File: src/rtl/recv_data_arbiter.sv
// Round-robin arbiter that shares the Nios recv_data input PIO among NUM_REQ producers.
// Holds each tagged word with a strobe until a software ack toggle or a timeout, then forces a strobe-low gap.
module recv_data_arbiter #(
  parameter  int unsigned NUM_REQ    = 4,
  parameter  int unsigned TIMEOUT    = 1024,
  parameter  int unsigned GAP_CYCLES = 2,
  localparam int unsigned SRC_W      = $clog2(NUM_REQ),
  localparam int unsigned PAYLOAD_W  = 31 - SRC_W
) (
  input  logic                           clk,
  input  logic                           reset_n,
  input  logic                           en,
  input  logic [NUM_REQ-1:0]             req_valid,
  input  logic [NUM_REQ*PAYLOAD_W-1:0]   req_data,
  output logic [NUM_REQ-1:0]             req_ready,
  input  logic                           ack_toggle,
  input  logic                           err_clear,
  output logic [31:0]                    pio_word,
  output logic                           busy,
  output logic                           err_timeout,
  output logic [7:0]                     drop_count,
  output logic [SRC_W-1:0]               last_grant
);

  localparam int unsigned TO_W  = $clog2(TIMEOUT);
  localparam int unsigned GAP_W = $clog2(GAP_CYCLES);

  typedef enum logic [1:0] {
    IDLE    = 2'd0,
    PRESENT = 2'd1,
    GAP     = 2'd2
  } state_t;

  state_t               state_q, state_d;
  logic                 ack_q;
  logic [TO_W-1:0]      to_cnt;
  logic [GAP_W-1:0]     gap_cnt;

  logic                 grant_hit;
  logic [SRC_W-1:0]     grant_idx;
  logic [SRC_W-1:0]     cand;
  logic [PAYLOAD_W-1:0] grant_payload;
  logic                 grant_fire;
  logic                 ack_evt;
  logic                 timeout_evt;
  logic                 gap_done;

  // Search starts one past the previous winner so every requester gets a turn.
  always_comb begin
    grant_hit = 1'b0;
    grant_idx = '0;
    cand      = '0;
    for (int unsigned k = 1; k <= NUM_REQ; k++) begin
      cand = SRC_W'((32'(last_grant) + k) % NUM_REQ);
      if (!grant_hit && req_valid[cand]) begin
        grant_hit = 1'b1;
        grant_idx = cand;
      end
    end
  end

  always_comb begin
    grant_payload = '0;
    for (int unsigned i = 0; i < NUM_REQ; i++) begin
      if (grant_idx == SRC_W'(i)) grant_payload = req_data[i*PAYLOAD_W +: PAYLOAD_W];
    end
  end

  assign grant_fire  = (state_q == IDLE) && en && grant_hit;
  assign ack_evt     = (ack_toggle != ack_q);
  // An ack on the terminal count wins over the timeout.
  assign timeout_evt = (state_q == PRESENT) && !ack_evt && (to_cnt == TO_W'(TIMEOUT - 1));
  assign gap_done    = (gap_cnt == GAP_W'(GAP_CYCLES - 1));

  always_ff @(posedge clk or negedge reset_n) begin
    if (!reset_n) state_q <= IDLE;
    else          state_q <= state_d;
  end

  always_comb begin
    state_d = state_q;
    case (state_q)
      IDLE:    if (grant_fire)              state_d = PRESENT;
      PRESENT: if (ack_evt || timeout_evt)  state_d = GAP;
      GAP:     if (gap_done)                state_d = IDLE;
      default:                              state_d = IDLE;
    endcase
  end

  always_comb begin
    req_ready = '0;
    if (grant_fire && reset_n) req_ready[grant_idx] = 1'b1;
    busy = (state_q != IDLE);
  end

  always_ff @(posedge clk or negedge reset_n) begin
    if (!reset_n) begin
      pio_word    <= '0;
      ack_q       <= 1'b0;
      to_cnt      <= '0;
      gap_cnt     <= '0;
      last_grant  <= SRC_W'(NUM_REQ - 1);
      err_timeout <= 1'b0;
      drop_count  <= '0;
    end else begin
      ack_q <= ack_toggle;
      case (state_q)
        IDLE: begin
          if (grant_fire) begin
            pio_word   <= {1'b1, grant_idx, grant_payload};
            last_grant <= grant_idx;
            to_cnt     <= '0;
          end
        end
        PRESENT: begin
          if (ack_evt || timeout_evt) begin
            pio_word[31] <= 1'b0;
            gap_cnt      <= '0;
          end else begin
            to_cnt <= to_cnt + 1'b1;
          end
        end
        GAP: begin
          if (!gap_done) gap_cnt <= gap_cnt + 1'b1;
        end
        default: ;
      endcase

      if (timeout_evt)    err_timeout <= 1'b1;
      else if (err_clear) err_timeout <= 1'b0;

      if (timeout_evt && (drop_count != 8'hFF)) drop_count <= drop_count + 8'd1;
    end
  end

endmodule

File: config.mk
export PLATFORM = sky130hd
export DESIGN_NAME = recv_data_arbiter
export DESIGN_NICKNAME = d
export VERILOG_FILES = /design/src/rtl/recv_data_arbiter.sv
export SDC_FILE = /design/constraint.sdc
export NUM_CORES = 1
export LEC_CHECK = 0
export CORE_ASPECT_RATIO = 0.9
export CORE_MARGIN = 1
export CORE_UTILIZATION = 43
export DETAILED_ROUTE_END_ITERATION = 12
export HOLD_SLACK_MARGIN = 0.02
export PLACE_DENSITY = 0.93
export SYNTH_ARGS = -nofsm -noshare
export SYNTH_HDL_FRONTEND = slang
export SYNTH_SLANG_ARGS = --single-unit
File: constraint.sdc
create_clock -name clk -period 4.6 [get_ports clk]
set_input_delay 0.69 -clock clk [delete_from_list [all_inputs] [get_ports clk]]
set_output_delay 0.69 -clock clk [all_outputs]
set_load 0.05 [all_outputs]
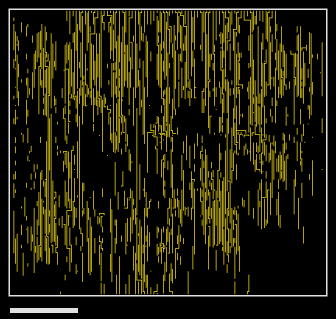
(run_1/met2.png)
Bar = 20 um.
longest straight run	41.1 um
main direction	vertical
final wirelength: 10.32 mm
via count: 3339
met2 Track Usage GR: 0.4652

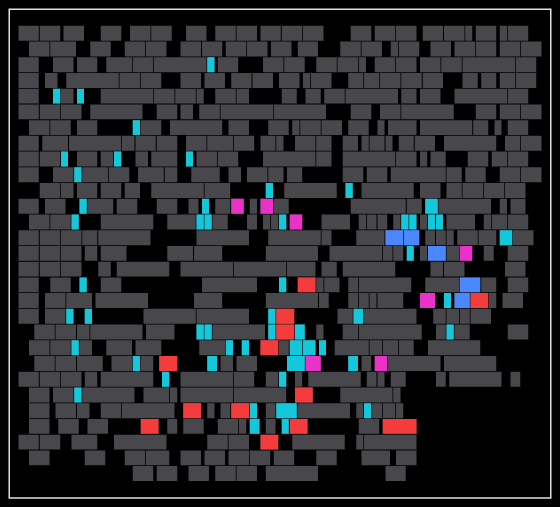
(run_1/gate_families.png)
colour	family	cells
cyan	NOR gates	53
red	XOR/XNOR gates	13
magenta	AND and OR gates	7
blue	AND-OR and OR-AND gates	5
Comb area share: 0.3222
Commonest Layout Cell: clkdlybuf4s50_1
Final Non-Filler Cells: 588

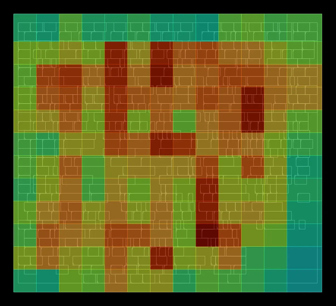
(run_1/final_congestion.png)
met3 usage: 0.06975
All-Layer GR Usage: 0.2672

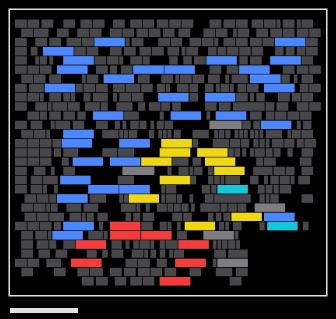
(run_1/registers.png)
Bar = 20 um.
colour	name in the netlist	placed flops
red	`drop_count`	8
blue	`pio_word`	32
cyan	`state_q`	2
yellow	`to_cnt`	10
not coloured	5
register area: 1429 um2
Finished Core Util: 0.7241
Seq/total area: 0.2760

==> notes.md, run 1 <==
impl run done, here's what came out: number of top-level pins 173, Fmax 293.4 MHz, first-pass GRT wire length 16.12 mm, FF+latch count, synth 57, worst setup path start req_valid[3], switching power 1.343 mW, maximum vdd drop 0.3226 mV, DRC 0, Commonest flop dfrtp_1, worst hold slack 314.8 ps, fin nets 617, Clock Path Buffers 2, most numerous cell in the Yosys netlist dfrtp_1, flip-flops 57, critical path arrival 2720 ps, DIE WIDTH 93.40 um, clock sinks 57, Power Total 2.924 mW, H-tree Lvls 3, power density over the cells 564.9 nW/um2, number of cells in Yosys stat 321, CP Capture Point req_ready[2], Clock Skew 7.867 ps, unrepaired setup endpoints after global routing false, Synth async-reset ratio 1.000, highest routed metal layer met4, Detail Placement HPWL 7.726 mm, Syn Area/Cell 10.07 um2, WL met2 5.319 mm, Crit Path Class in -> out, FP Util 0.4523, Syn Inst Count 321, number of global-route vias before repair 3399, Routed WL per cell 17.56 um, status finished, final reports clean, die area 7870 um2, Area Overhead vs Synth 60.10%, Clock Latency Late Sink 330 ps, chip height 84.26 um, design area 5176 um2, top cell family by delay on the critical path buffers and inverters, Post-synth EDFFs 0, drt pass-1 iters 6, synthesized area 3233 um2, Cell area leaders dfrtp_1, mux2i_1, a211oi_2, count of multi-input gates 237, wl on met1 3.837 mm, Syn Nets 448, CP max-delay cell clkdlybuf4s50_1, Routed Antenna Nets 0
[run 1: cells by family (layout without fill, tap and decap cells)]
group | count (synthesis) | in the layout | synth area share
adders and majority gates | 2 | 2 | 0.007739
DFF | 57 | 57 | 0.4420
buffers and inverters | 27 | 201 | 0.04218
xor gates and xnor gates | 13 | 13 | 0.03754
and+or+nand+nor | 105 | 105 | 0.1502
muxes | 31 | 31 | 0.09636
AOI/OAI and AO/OA | 86 | 86 | 0.2241
[run 1: flip-flops by register name (all words and copies together), names as in the netlist]
name,count
drop_count,8
err_timeout,1
to_cnt,10
state_q,2
ack_q,1
pio_word,32
last_grant,2
gap_cnt,1
--- run 2 (diff from run 1) ---
--- a/config.mk
+++ b/config.mk
@@ -7,10 +7,10 @@
 export LEC_CHECK = 0
 export CORE_ASPECT_RATIO = 0.9
 export CORE_MARGIN = 1
-export CORE_UTILIZATION = 43
+export CORE_UTILIZATION = 40
 export DETAILED_ROUTE_END_ITERATION = 12
 export HOLD_SLACK_MARGIN = 0.02
-export PLACE_DENSITY = 0.93
+export PLACE_DENSITY = 0.88
 export SYNTH_ARGS = -nofsm -noshare
 export SYNTH_HDL_FRONTEND = slang
 export SYNTH_SLANG_ARGS = --single-unit
==> constraint.sdc (replaced) <==
create_clock -name clk -period 3.2 [get_ports clk]
set_input_delay 0.48 -clock clk [delete_from_list [all_inputs] [get_ports clk]]
set_output_delay 0.48 -clock clk [all_outputs]
set_load 0.05 [all_outputs]
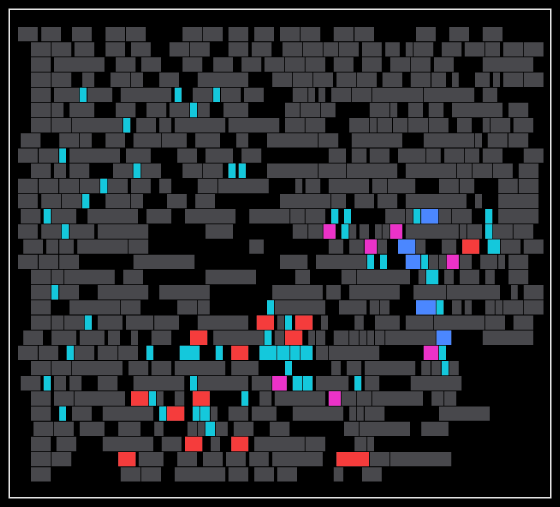
(run_2/gate_families.png)
colour	family	cells
cyan	NOR gates	53
blue	AND-OR and OR-AND gates	5
magenta	AND and OR gates	7
red	XOR/XNOR gates	13
Comb area share: 0.3128
Final Non-Filler Cells: 596

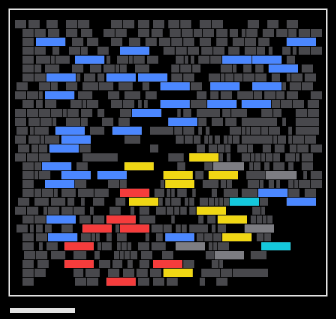
(run_2/registers.png)
Bar = 20 um.
Finished Core Util: 0.6930
Seq/total area: 0.2679
sequential power: 1.14 mW

==> run 2 against run 1 <==
  * Via count shrank 1.5%
  * Sequential cell count unchanged
  * Routed wire length rose by 0.46%
  * Final area up 3.0%
  * Sequential share of layout area shrank 0.81 points
==> notes.md, run 2 <==
impl run done, here's what came out: Syn Inst Count 321 (unchanged), register area 1429 um2 (unchanged), All-Layer GR Usage 0.2473 (-0.01992), unrepaired setup endpoints after global routing false, FF+latch count, synth 57 (unchanged), Synth async-reset ratio 1.000 (unchanged), most numerous cell in the Yosys netlist dfrtp_1, Compound-Gate Fraction of Synth Area 0.2241 (unchanged), Commonest flop dfrtp_1, Syn Area/Cell 10.07 um2 (unchanged), Area Overhead vs Synth 64.94%, first-pass GRT wire length 16.12 mm (unchanged), Crit Path Class in -> out, Largest Register pio_word, status finished, final reports clean, chip height 87.29 um (+3.6%), Routed WL per cell 17.40 um (-0.89%), WL met2 5.440 mm (+2.3%), worst setup path start req_valid[3], FP Util 0.4202 (-0.03214), clock sinks 57 (unchanged), Cell area leaders dfrtp_1, mux2i_1, a211oi_2, switching power 1.935 mW (+44%), CP Capture Point req_ready[0], met3 usage 0.07544 (+0.005695), Routed Antenna Nets 0 (unchanged), synthesized area 3233 um2 (unchanged), final wirelength 10.37 mm (+0.46%), Syn Nets 448 (unchanged), yosys xor share 0.03754 (unchanged), highest routed metal layer met4, Mux cell area share 0.09636 (unchanged), die area 8447 um2 (+7.3%), number of cells in Yosys stat 321 (unchanged), yosys simple share 0.1502 (unchanged), fin nets 622 (+0.81%), number of top-level pins 173 (unchanged)
run 2: power groups by stage:
stage          Combinational (mW)  Clock, mW  Sequential (mW)
2_1_floorplan               0.942          0             1.79
3_3_place_gp                 2.36          0             1.13
3_5_place_dp                 2.42          0             1.14
4_1_cts                      2.43      0.880             1.14
5_1_grt                      2.54      0.905             1.17
6_report                     2.41      0.862             1.14
run 2: area by class of cell:
class                      count  share of cell area
clock buffer                  12             0.02909
clock inverter                 4             0.01854
inverter                       8            0.005631
multi-input combinational    237              0.3128
sequential                    57              0.2679
tap                           96             0.02252
timing repair buffer         182              0.3435
run 2: stage by stage:
stage	hold slack [ps]	util
finish	61.51	0.6930
global route	69.97	0.6930
CTS	51.94	0.6930
detailed placement	426.8	0.6600
global placement	425.6	0.6600
floorplan	184.4	-
Power figures rest on the tool's default switching activity, not on a simulated workload.
